[src/rtl/mmc_cmd_ctrl.sv]
// MMC command-path controller.
// Accepts one command at a time, hands a 48-bit frame to the serialiser,
// optionally starts the response receiver, supervises the response-start
// timeout in card bit-clock edges, and reports done / timeout / CRC status.
// Start/abort/done strobes are combinational in the cycle the deciding
// condition is seen, so each one lines up with the cycle that causes it.
module mmc_cmd_ctrl #(
    parameter int TIMEOUT_BITS = 64
) (
    input  logic        clk_i,
    input  logic        rst_i,
    input  logic        bitclk_i,
    input  logic        abort_i,
    input  logic        cmd_valid_i,
    output logic        cmd_ready_o,
    input  logic [5:0]  cmd_index_i,
    input  logic [31:0] cmd_arg_i,
    input  logic [1:0]  resp_type_i,
    output logic        ser_start_o,
    output logic        ser_abort_o,
    output logic [47:0] ser_data_o,
    input  logic        ser_complete_i,
    output logic        rx_start_o,
    output logic        rx_abort_o,
    output logic        rx_long_o,
    input  logic        rx_busy_i,
    input  logic        rx_complete_i,
    input  logic        rx_crc_err_i,
    output logic        busy_o,
    output logic        done_o,
    output logic        timeout_o,
    output logic        crc_err_o
);

    typedef enum logic [1:0] {
        S_IDLE   = 2'd0,
        S_TX     = 2'd1,
        S_RX     = 2'd2,
        S_FINISH = 2'd3
    } state_t;

    // Timeout limit expressed at the counter width (legal limits fit in 8 bits).
    localparam logic [7:0] TMO_LIMIT = 8'(TIMEOUT_BITS);

    state_t      state_q, state_d;
    logic        bitclk_q;
    logic [7:0]  cnt_q, cnt_d;
    logic [1:0]  rtype_q, rtype_d;
    logic [47:0] frame_q, frame_d;
    logic        long_q, long_d;
    logic        tmo_q, tmo_d;
    logic        crc_q, crc_d;

    logic        bit_rise;
    logic        ser_start_c;
    logic        ser_abort_c;
    logic        rx_start_c;
    logic        rx_abort_c;
    logic        done_c;

    // Rising edge of the card bit clock as seen in the system clock domain.
    assign bit_rise = bitclk_i & ~bitclk_q;

    // Next-state, datapath updates and strobe generation.
    always_comb begin
        state_d     = state_q;
        cnt_d       = cnt_q;
        rtype_d     = rtype_q;
        frame_d     = frame_q;
        long_d      = long_q;
        tmo_d       = tmo_q;
        crc_d       = crc_q;
        ser_start_c = 1'b0;
        ser_abort_c = 1'b0;
        rx_start_c  = 1'b0;
        rx_abort_c  = 1'b0;
        done_c      = 1'b0;

        case (state_q)
            S_IDLE: begin
                // abort_i here only blocks acceptance.
                if (cmd_valid_i && !abort_i) begin
                    rtype_d     = resp_type_i;
                    frame_d     = {1'b0, 1'b1, cmd_index_i, cmd_arg_i, 7'b0, 1'b1};
                    long_d      = (resp_type_i == 2'd2);
                    tmo_d       = 1'b0;
                    crc_d       = 1'b0;
                    ser_start_c = 1'b1;
                    state_d     = S_TX;
                end
            end

            S_TX: begin
                if (abort_i) begin
                    ser_abort_c = 1'b1;
                    rx_abort_c  = 1'b1;
                    state_d     = S_IDLE;
                end else if (ser_complete_i) begin
                    if (rtype_q == 2'd0) begin
                        state_d = S_FINISH;
                    end else begin
                        rx_start_c = 1'b1;
                        cnt_d      = 8'd0;
                        state_d    = S_RX;
                    end
                end
            end

            S_RX: begin
                if (abort_i) begin
                    ser_abort_c = 1'b1;
                    rx_abort_c  = 1'b1;
                    state_d     = S_IDLE;
                end else if (rx_complete_i) begin
                    // A completed response wins over a coincident timeout.
                    crc_d   = rx_crc_err_i;
                    state_d = S_FINISH;
                end else if (cnt_q == TMO_LIMIT) begin
                    tmo_d      = 1'b1;
                    rx_abort_c = 1'b1;
                    state_d    = S_FINISH;
                end else if (bit_rise && !rx_busy_i) begin
                    // Count only while still waiting for the response start bit.
                    cnt_d = cnt_q + 8'd1;
                end
            end

            S_FINISH: begin
                state_d = S_IDLE;
                if (abort_i) begin
                    ser_abort_c = 1'b1;
                    rx_abort_c  = 1'b1;
                end else begin
                    done_c = 1'b1;
                end
            end

            default: begin
                state_d = S_IDLE;
            end
        endcase

        // Reset never produces strobes; downstream blocks are reset directly.
        if (rst_i) begin
            ser_start_c = 1'b0;
            ser_abort_c = 1'b0;
            rx_start_c  = 1'b0;
            rx_abort_c  = 1'b0;
            done_c      = 1'b0;
        end
    end

    // State, counter, frame and status registers.
    always_ff @(posedge clk_i) begin
        if (rst_i) begin
            state_q  <= S_IDLE;
            bitclk_q <= 1'b0;
            cnt_q    <= 8'd0;
            rtype_q  <= 2'd0;
            frame_q  <= 48'd0;
            long_q   <= 1'b0;
            tmo_q    <= 1'b0;
            crc_q    <= 1'b0;
        end else begin
            state_q  <= state_d;
            bitclk_q <= bitclk_i;
            cnt_q    <= cnt_d;
            rtype_q  <= rtype_d;
            frame_q  <= frame_d;
            long_q   <= long_d;
            tmo_q    <= tmo_d;
            crc_q    <= crc_d;
        end
    end

    assign cmd_ready_o = (state_q == S_IDLE);
    assign busy_o      = (state_q != S_IDLE);
    assign ser_data_o  = frame_q;
    assign rx_long_o   = long_q;
    assign timeout_o   = tmo_q;
    assign crc_err_o   = crc_q;
    assign ser_start_o = ser_start_c;
    assign ser_abort_o = ser_abort_c;
    assign rx_start_o  = rx_start_c;
    assign rx_abort_o  = rx_abort_c;
    assign done_o      = done_c;

endmodule

[config.mk]
export PLATFORM = sky130hd
export DESIGN_NAME = mmc_cmd_ctrl
export DESIGN_NICKNAME = d
export VERILOG_FILES = /design/src/rtl/mmc_cmd_ctrl.sv
export SDC_FILE = /design/constraint.sdc
export NUM_CORES = 1
export LEC_CHECK = 0
export ABC_AREA = 1
export CELL_PAD_IN_SITES_DETAIL_PLACEMENT = 0
export CELL_PAD_IN_SITES_GLOBAL_PLACEMENT = 1
export CORE_MARGIN = 2
export CORE_UTILIZATION = 31
export CTS_CLUSTER_SIZE = 25
export DETAILED_ROUTE_END_ITERATION = 8
export GPL_TIMING_DRIVEN = 0
export PLACE_DENSITY = 0.94
export SYNTH_ARGS = -nofsm -noshare
export SYNTH_HDL_FRONTEND = slang
export SYNTH_SLANG_ARGS = --single-unit
[constraint.sdc]
create_clock -name clk_i -period 3.75 [get_ports clk_i]
set_clock_uncertainty 0.1 [all_clocks]
set_input_delay 0.375 -clock clk_i [delete_from_list [all_inputs] [get_ports clk_i]]
set_output_delay 0.375 -clock clk_i [all_outputs]
set_load 0.02 [all_outputs]
==> qor.tcl, run 1 <==
set qor(tritoncts) {built}
set qor(tns_ns) 0
set qor(setup.worst_path.start_class) {input pin}
set qor(slew-limit-headroom_pct) 60.9
set qor(primary_flip_flop_cell_chosen_by_synthesis_mapping) {sky130_fd_sc_hd__dfxtp_1}
set qor(antenna_violating_nets_post_route) 0
set qor(routed_wirelength_microns) 6350
set qor(chip_area_sq_mm) 0.00871
set qor(power.switching_w) 0.000401
set qor(unrepaired_setup_endpoints_after_global_routing) {no}
set qor(vias_per_instance) 4.35
set qor(power.switching_fraction_pct) 30.4
set qor(met3_usage_pct) 7.01
set qor(diodes) 0
set qor(final.period_utilization_pct) 74.3
set qor(number_of_flops_mapped_to_enable_cells_by_yosys) 0
set qor(yosys.stat.chipArea_sq_mm) 0.00247
set qor(drc) 0
set qor(grt_first_pass_wirelength_microns) 10500
set qor(drive_gt1_share_pct) 10.5
set qor(std_cell_rows) 32
set qor(most-common-layout-cells) {sky130_fd_sc_hd__nor2_1 (103), sky130_fd_sc_hd__clkdlybuf4s50_1 (98), sky130_fd_sc_hd__dfxtp_1 (55), sky130_fd_sc_hd__o21ai_0 (49), sky130_fd_sc_hd__nand2_1 (42)}
set qor(seqAreaFraction_pct) 29.8
set qor(crit_slowest_cell) {sky130_fd_sc_hd__clkdlybuf4s50_1}
set qor(synth-compound-area-share_pct) 13.0
set qor(num-multi-input-gates) 247
set qor(number_of_logged_tool_warnings) 27
set qor(cp_num_cells) 6
set qor(synth.cellmix.simpleShare_pct) 31.7
set qor(synth_async_sr_flop_share_pct) 0
set qor(htreeDepth) 2
set qor(adder_share_pct) 1.01
set qor(worst_hold_startpoint) {timeout_o}
set qor(regToRegEndpoint) {cnt_q[6]}
set qor(mux_share_pct) 0
set qor(maximum_number_of_pins_on_one_net_before_global_route_repair) 19
set qor(distinct_cell_type_count_of_the_synthesized_netlist) 29
set qor(cts_buffer_depth) 2
set qor(non_clock_inverter_count) 23
set qor(report.final.setup_viol) 0
set qor(report.final.slew_viol_count) 0
set qor(die_w_microns) 93.3
set qor(run_status) {finished clean}
set qor(clockPowerShare_pct) 25.8
set qor(yosys.area.top_type_share_pct) 44.5
set qor(topCellsByArea) {sky130_fd_sc_hd__dfxtp_1 (45%), sky130_fd_sc_hd__nor2_1 (16%), sky130_fd_sc_hd__o21ai_0 (9.9%)}
set qor(mapped_area_sq_mm) 0.00247
set qor(seq_cell_count) 55
set qor(worst_r2r_startpoint) {cnt_q[0]}
==> run 1: sequential cells by signal, indices dropped and copies added, names as in the netlist <==
signal	count
ser_data_o	39
cnt_q	8
rtype_q	2
state_q	2
bitclk_q	1
crc_err_o	1
rx_long_o	1
timeout_o	1
==> run 1: layer usage <==
layer | vias to the layer above | share of wire (%)
met4 | 0 | 1.4
met1 | 1049 | 43
met5 | - | 0
li1 | 1282 | -
met2 | 84 | 44
met3 | 8 | 12
==> run 1: per-stage QoR <==
stage               instances  utilization, %  setup WS [ns]
CTS                       557            47.9          0.934
floorplan                 349               -           1.97
finish                    557            47.9          0.963
global route              557            47.9          0.802
global placement          549            46.7          0.951
detailed placement        549            46.7          0.967
==> run_1/logic_types.png <==
(4 px per micron)
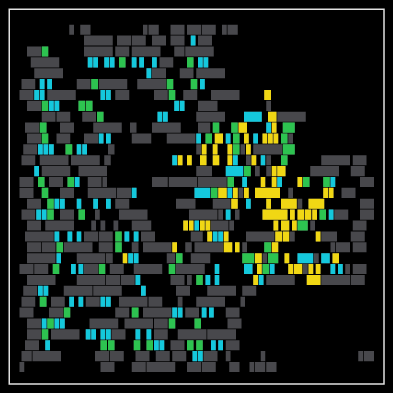
yellow -> NAND gates  # cells 66
cyan -> NOR gates  # cells 109
green -> inverting AOI/OAI gates  # cells 61, where spread over the die
fraction of area in multi-input gates: 31.3%
number of standard cells in the final layout excluding fillers: 557

==> run_1/congestion.png <==
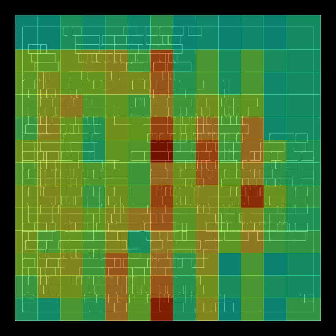
GR Util All Layers: 15.0%
drt wl/cell: 11.4 microns

==> run_1/detail.png <==
Window x 32 to 62, y 50 to 80 microns. Cells in grey, sequential cells in the stronger grey; small squares are vias.
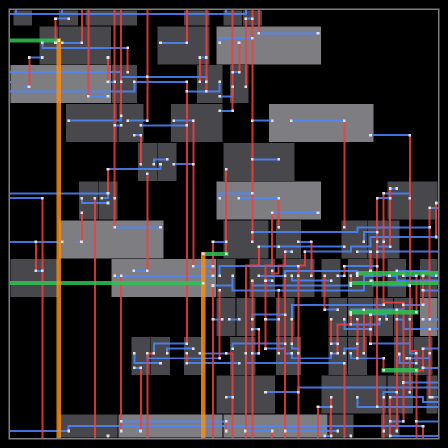
orange -> metal 4
green -> metal 3
red -> metal 2
blue -> metal 1
netlist names of flops here include = cnt_q (4), ser_data_o (4)
most frequent = nor2_1 (12), nand2_1 (9)
cells with their middle in the window = 58
sequential cells in the window = 8

==> run_1/layer_met1.png <==
(4 px per micron) Supply wires on this layer in grey.
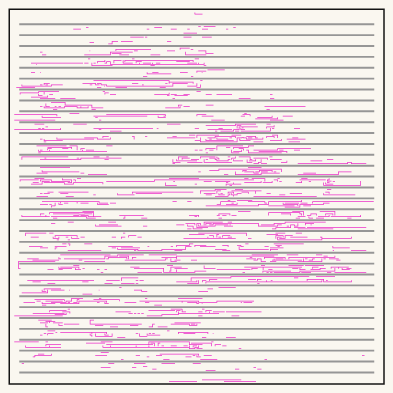
wire length on this layer = 2750 microns
longest straight run = 29.0 microns

==> run_1/wires.png <==
(4 px per micron) Only two layers are drawn.
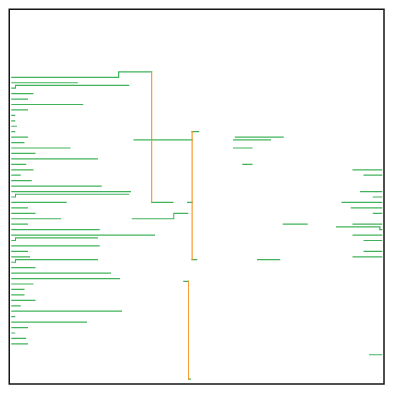

==> run 1 -> run 2 <==
--- a/config.mk
+++ b/config.mk
@@ -9,11 +9,11 @@
 export CELL_PAD_IN_SITES_DETAIL_PLACEMENT = 0
 export CELL_PAD_IN_SITES_GLOBAL_PLACEMENT = 1
 export CORE_MARGIN = 2
-export CORE_UTILIZATION = 31
+export CORE_UTILIZATION = 29
 export CTS_CLUSTER_SIZE = 25
 export DETAILED_ROUTE_END_ITERATION = 8
 export GPL_TIMING_DRIVEN = 0
-export PLACE_DENSITY = 0.94
+export PLACE_DENSITY = 0.89
 export SYNTH_ARGS = -nofsm -noshare
 export SYNTH_HDL_FRONTEND = slang
 export SYNTH_SLANG_ARGS = --single-unit
==> constraint.sdc (replaced) <==
create_clock -name clk_i -period 2.95 [get_ports clk_i]
set_clock_uncertainty 0.1 [all_clocks]
set_input_delay 0.295 -clock clk_i [delete_from_list [all_inputs] [get_ports clk_i]]
set_output_delay 0.295 -clock clk_i [all_outputs]
set_load 0.02 [all_outputs]
==> run_2/wires.png <==
(4 px per micron) Only two layers are drawn.
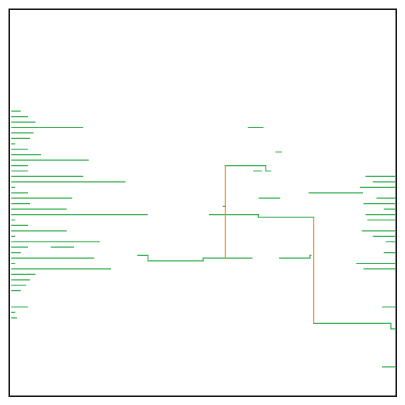
green -> metal 3  # wire length 530 microns
orange -> metal 4  # wire length 49.6 microns
drt wl/cell: 11.5 microns
total routed wirelength: 6410 microns
GR Util All Layers: 14.4%
number of vias in the routed layout: 2432

==> qor.tcl, run 2 <==
set qor(crit_slowest_cell) {sky130_fd_sc_hd__clkdlybuf4s50_1}
set qor(post-route-worst-setup-slack_ns) 0.319 ;# -0.644 ns
set qor(seq_cell_count) 55 ;# unchanged
set qor(clockNetworkPower_w) 0.000418
set qor(non_clock_inverter_count) 23 ;# unchanged
set qor(dr_wl_met3_microns) 530 ;# -28%
set qor(most-common-layout-cells) {sky130_fd_sc_hd__nor2_1 (103), sky130_fd_sc_hd__clkdlybuf4s50_1 (98), sky130_fd_sc_hd__dfxtp_1 (55), sky130_fd_sc_hd__o21ai_0 (49), sky130_fd_sc_hd__nand2_1 (42)}
set qor(tns_ns) 0 ;# unchanged
set qor(vias_per_instance) 4.35 ;# about the same
set qor(ios) 107
set qor(std_cell_rows) 33 ;# +3.1%
set qor(synth_async_sr_flop_share_pct) 0 ;# unchanged
set qor(die_w_microns) 96.4 ;# +3.2%
set qor(number_of_standard_cells_in_the_final_layout_excluding_fillers) 559 ;# +0.36%
set qor(worst_setup_path_endpoint) {ser_start_o}
set qor(uppermost_layer_routed) {met4}
set qor(comb_area_share_pct) 31.4 ;# about the same
set qor(slew-limit-headroom_pct) 62.0 ;# +1.0 points
set qor(antenna_violating_nets_post_route) 0 ;# unchanged
set qor(final.period_utilization_pct) 89.2
set qor(flip_flop_count_of_the_largest_register_after_layout) 39 ;# unchanged
set qor(topCellsByArea) {sky130_fd_sc_hd__dfxtp_1 (45%), sky130_fd_sc_hd__nor2_1 (16%), sky130_fd_sc_hd__o21ai_0 (9.9%)}
set qor(seqAreaFraction_pct) 29.8 ;# about the same
set qor(finish.utilization_pct) 44.8 ;# -3.1 points
set qor(primary_flip_flop_cell_chosen_by_synthesis_mapping) {sky130_fd_sc_hd__dfxtp_1}
set qor(clock_tree_area_fraction_pct) 2.30
set qor(yosys.area.top_type_share_pct) 44.5 ;# unchanged
set qor(mapped_area_sq_mm) 0.00247 ;# unchanged
set qor(report.final.setup_viol) 0 ;# unchanged
set qor(cts_buffer_depth) 2 ;# unchanged
set qor(htreeDepth) 2 ;# unchanged
set qor(setup.worst_path.start_class) {input pin}
set qor(routedLengthMet1_microns) 2880 ;# +5.0%
set qor(diodes) 0 ;# unchanged
set qor(distinct_cell_type_count_of_the_synthesized_netlist) 29 ;# unchanged
set qor(num-multi-input-gates) 247 ;# unchanged
set qor(number_of_flops_mapped_to_enable_cells_by_yosys) 0 ;# unchanged
set qor(run_status) {finished clean}
set qor(grt_first_pass_wirelength_microns) 10500 ;# -0.20%
set qor(drive_gt1_share_pct) 10.4 ;# -0.20 points
set qor(routed-wl-met2_microns) 2950 ;# +5.9%
set qor(yosys.stat.chipArea_sq_mm) 0.00247 ;# unchanged
set qor(power.switching_w) 0.000502 ;# +25%
set qor(placed_cells) 552 ;# +0.55%
set qor(worst_hold_startpoint) {timeout_o}
set qor(report.final.slew_viol_count) 0 ;# unchanged
set qor(power.switching_fraction_pct) 30.1 ;# -0.24 points
## run 2: cell counts after synthesis
No cell type changed its count.
## run 2: critical path, delay by kind of cell
kind	cells	cell delay (ns)
buffers and inverters	4	1.59
and+or+nand+nor	2	0.33
## run 2: metal layers
metal | vias to the layer above | global-route usage (%)
li1 | 1288 | -
met1 | 1065 | 17.0
met2 | 74 | 24.7
met3 | 5 | 5.09
met4 | 0 | 3.76
met5 | - | 0
## run 2: cell families (layout without fill, tap and decap cells)
logic type	count (synthesis)	after routing	share of synthesized area, %
buf+inv	47	152	9.66
other cells	1	8	0.152
compound gates	61	61	13.0
fa+ha+maj	2	2	1.01
simple gates	176	176	31.7
flops	55	55	44.5
==> run_2/logic_types.png <==
(4 px per micron)
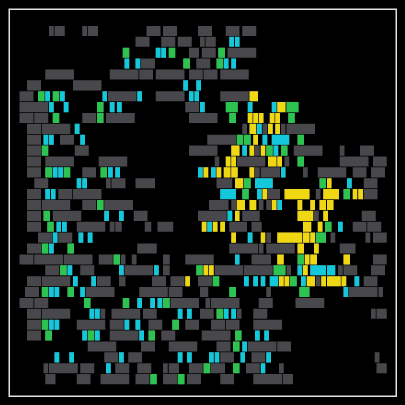

==> run 2 -> run 3 <==
--- a/config.mk
+++ b/config.mk
@@ -9,11 +9,12 @@
 export CELL_PAD_IN_SITES_DETAIL_PLACEMENT = 0
 export CELL_PAD_IN_SITES_GLOBAL_PLACEMENT = 1
 export CORE_MARGIN = 2
-export CORE_UTILIZATION = 29
+export CORE_UTILIZATION = 30
+export CTS_BUF_LIST = sky130_fd_sc_hd__clkbuf_2 sky130_fd_sc_hd__clkbuf_4 sky130_fd_sc_hd__clkbuf_8
 export CTS_CLUSTER_SIZE = 25
 export DETAILED_ROUTE_END_ITERATION = 8
 export GPL_TIMING_DRIVEN = 0
-export PLACE_DENSITY = 0.89
+export PLACE_DENSITY = 0.91
 export SYNTH_ARGS = -nofsm -noshare
 export SYNTH_HDL_FRONTEND = slang
 export SYNTH_SLANG_ARGS = --single-unit
==> run_3/logic_types.png <==
(4 px per micron)
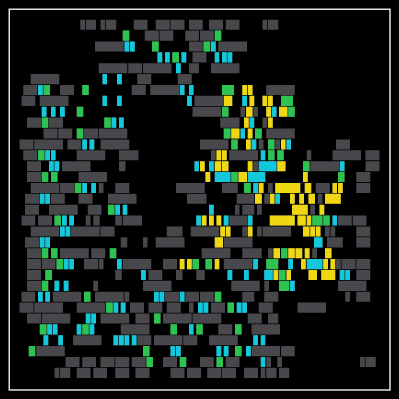
green -> inverting AOI/OAI gates  # cells 61, where spread over the die
yellow -> NAND gates  # cells 66
cyan -> NOR gates  # cells 109
fraction of area in multi-input gates: 31.3%
highest-count logic cell in the final layout: sky130_fd_sc_hd__nor2_1
number of standard cells in the final layout excluding fillers: 560

==> qor.tcl, run 3 <==
set qor(largestPowerGroup) {registers}
set qor(final.period_utilization_pct) 89.2 ;# about the same
set qor(post-route-worst-setup-slack_ns) 0.318 ;# -0.00110 ns
set qor(vias_per_instance) 4.40 ;# +1.1%
set qor(hold_violation_count_in_the_final_report) 0
set qor(maximum_number_of_pins_on_one_net_before_global_route_repair) 19
set qor(routedLengthMet1_microns) 2860 ;# -0.69%
set qor(topCellsByArea) {sky130_fd_sc_hd__dfxtp_1 (45%), sky130_fd_sc_hd__nor2_1 (16%), sky130_fd_sc_hd__o21ai_0 (9.9%)}
set qor(postSynthAreaPerCell_sq_um) 7.23
set qor(fmax_mhz) 380
set qor(busiest_layer) {met2}
set qor(setup.worst_path.start_class) {input pin}
set qor(report.final.slew_viol_count) 0 ;# unchanged
set qor(num-multi-input-gates) 247 ;# unchanged
set qor(synth.cells.most_frequent) {sky130_fd_sc_hd__nor2_1 (103), sky130_fd_sc_hd__dfxtp_1 (55), sky130_fd_sc_hd__o21ai_0 (49)}
set qor(yosys.area.top_type_share_pct) 44.5 ;# unchanged
set qor(mux_share_pct) 0 ;# unchanged
set qor(synth_async_sr_flop_share_pct) 0 ;# unchanged
set qor(grt_first_pass_wirelength_microns) 10600 ;# +0.99%
set qor(sequential_cell_area_sq_mm) 0.00110
set qor(cts_buffer_depth) 2 ;# unchanged
set qor(slew-limit-headroom_pct) 62.0 ;# about the same
set qor(seq_cell_count) 55 ;# unchanged
set qor(regToRegEndpoint) {cnt_q[7]}
set qor(worst_setup_path_endpoint) {ser_start_o}
set qor(detailedPlacementHpwl_microns) 4890
set qor(power.switching_w) 0.000512 ;# +2.0%
set qor(finish.utilization_pct) 45.8 ;# +0.99 points
set qor(layout.non_clock_buffers) 122
set qor(clock.latency.late_pin_ns) 0.31
set qor(routed-wl-met2_microns) 3140 ;# +6.3%
set qor(non_clock_inverter_count) 23 ;# unchanged
set qor(port_buffer_count) 98
set qor(report.final.setup_viol) 0 ;# unchanged
set qor(uppermost_layer_routed) {met4}
set qor(htreeDepth) 2 ;# unchanged
set qor(antenna_violating_nets_post_route) 0 ;# unchanged
set qor(syn_inst) 342
set qor(cts_root_buf) {sky130_fd_sc_hd__clkbuf_8}
set qor(tap-cell-count) 105
set qor(post-cts-setup-buffers) 0
set qor(primary_flip_flop_cell_chosen_by_synthesis_mapping) {sky130_fd_sc_hd__dfxtp_1}
set qor(whs_ns) 0.375
set qor(number_of_flops_mapped_to_enable_cells_by_yosys) 0 ;# unchanged
set qor(drc) 0
set qor(clock_tree_area_fraction_pct) 2.47 ;# +0.17 points
set qor(placed_cells) 552 ;# unchanged
set qor(combinationalPower_w) 0.000425
set qor(reg2reg_slack_ns) 1.38
set qor(route.vias.total) 2462 ;# +1.2%
set qor(detailedRoute.firstIterationViolations) 101
set qor(required_ns) 2.56
set qor(synth.cellmix.simpleShare_pct) 31.7 ;# unchanged
set qor(met3_usage_pct) 4.55 ;# -0.54 points
set qor(drive_gt1_share_pct) 10.5 ;# +0.20 points
set qor(routed_wirelength_microns) 6500 ;# +1.4%
set qor(flip_flop_count_of_the_largest_register_after_layout) 39 ;# unchanged
set qor(ios) 107 ;# unchanged
set qor(most-common-layout-cells) {sky130_fd_sc_hd__nor2_1 (103), sky130_fd_sc_hd__clkdlybuf4s50_1 (98), sky130_fd_sc_hd__dfxtp_1 (55), sky130_fd_sc_hd__o21ai_0 (49), sky130_fd_sc_hd__nand2_1 (42)}
set qor(adder_share_pct) 1.01 ;# unchanged
set qor(seqAreaFraction_pct) 29.7 ;# -0.050 points
set qor(design_power_total_w) 0.00168
set qor(ys_sh_xor_pct) 0 ;# unchanged
set qor(avgRoutedWirePerCell_microns) 11.6 ;# +1.2%
set qor(die_w_microns) 94.8 ;# -1.6%
set qor(gr-usage-all-layers_pct) 14.8 ;# +0.43 points
set qor(tns_ns) 0 ;# unchanged
set qor(fp_util_pct) 30.6
set qor(dr_wl_met3_microns) 445 ;# -16%
set qor(period_needed_ns) 2.63
set qor(worst_hold_path.num_cells) 2
set qor(mapped_area_sq_mm) 0.00247 ;# unchanged
set qor(grt_util_met1_pct) 17.6 ;# +0.56 points
set qor(post_synth_main_logic_family) {simple AND/OR/NAND/NOR gates}
set qor(distinct_cell_type_count_of_the_synthesized_netlist) 29 ;# unchanged
set qor(clockPowerShare_pct) 25.7
set qor(grt.met2_usage_pct) 25.7 ;# +1.0 points
set qor(timing_worst_slew_pin_value_ns) 0.570
set qor(run_status) {finished clean}
set qor(die-height_microns) 94.8
set qor(power.switching_fraction_pct) 30.4 ;# +0.33 points
set qor(diodes) 0 ;# unchanged
set qor(synth-compound-area-share_pct) 13.0 ;# unchanged
set qor(clockNetworkPower_w) 0.000432 ;# +3%
set qor(yosys.stat.chipArea_sq_mm) 0.00247 ;# unchanged
set qor(std_cell_rows) 33 ;# unchanged
run 3: critical path, stage by stage:
cell                              delay (ns)
sky130_fd_sc_hd__clkdlybuf4s50_1        0.50
sky130_fd_sc_hd__clkinv_1               0.25
sky130_fd_sc_hd__nand3_2                0.29
sky130_fd_sc_hd__buf_2                  0.27
sky130_fd_sc_hd__nor2_1                 0.06
sky130_fd_sc_hd__clkdlybuf4s50_1        0.56
run 3: worst min-delay path by stage:
stage / startpoint / end / slack (ns)
after global placement: timeout_o / timeout_o / 0.35
after global routing: rtype_q[1] / rtype_q[1] / 0.39
after CTS: rtype_q[1] / rtype_q[1] / 0.38
after detailed placement: rtype_q[1] / rtype_q[1] / 0.36
final: timeout_o / timeout_o / 0.37
after floorplan: rst_i / cnt_q[2] / 0.26
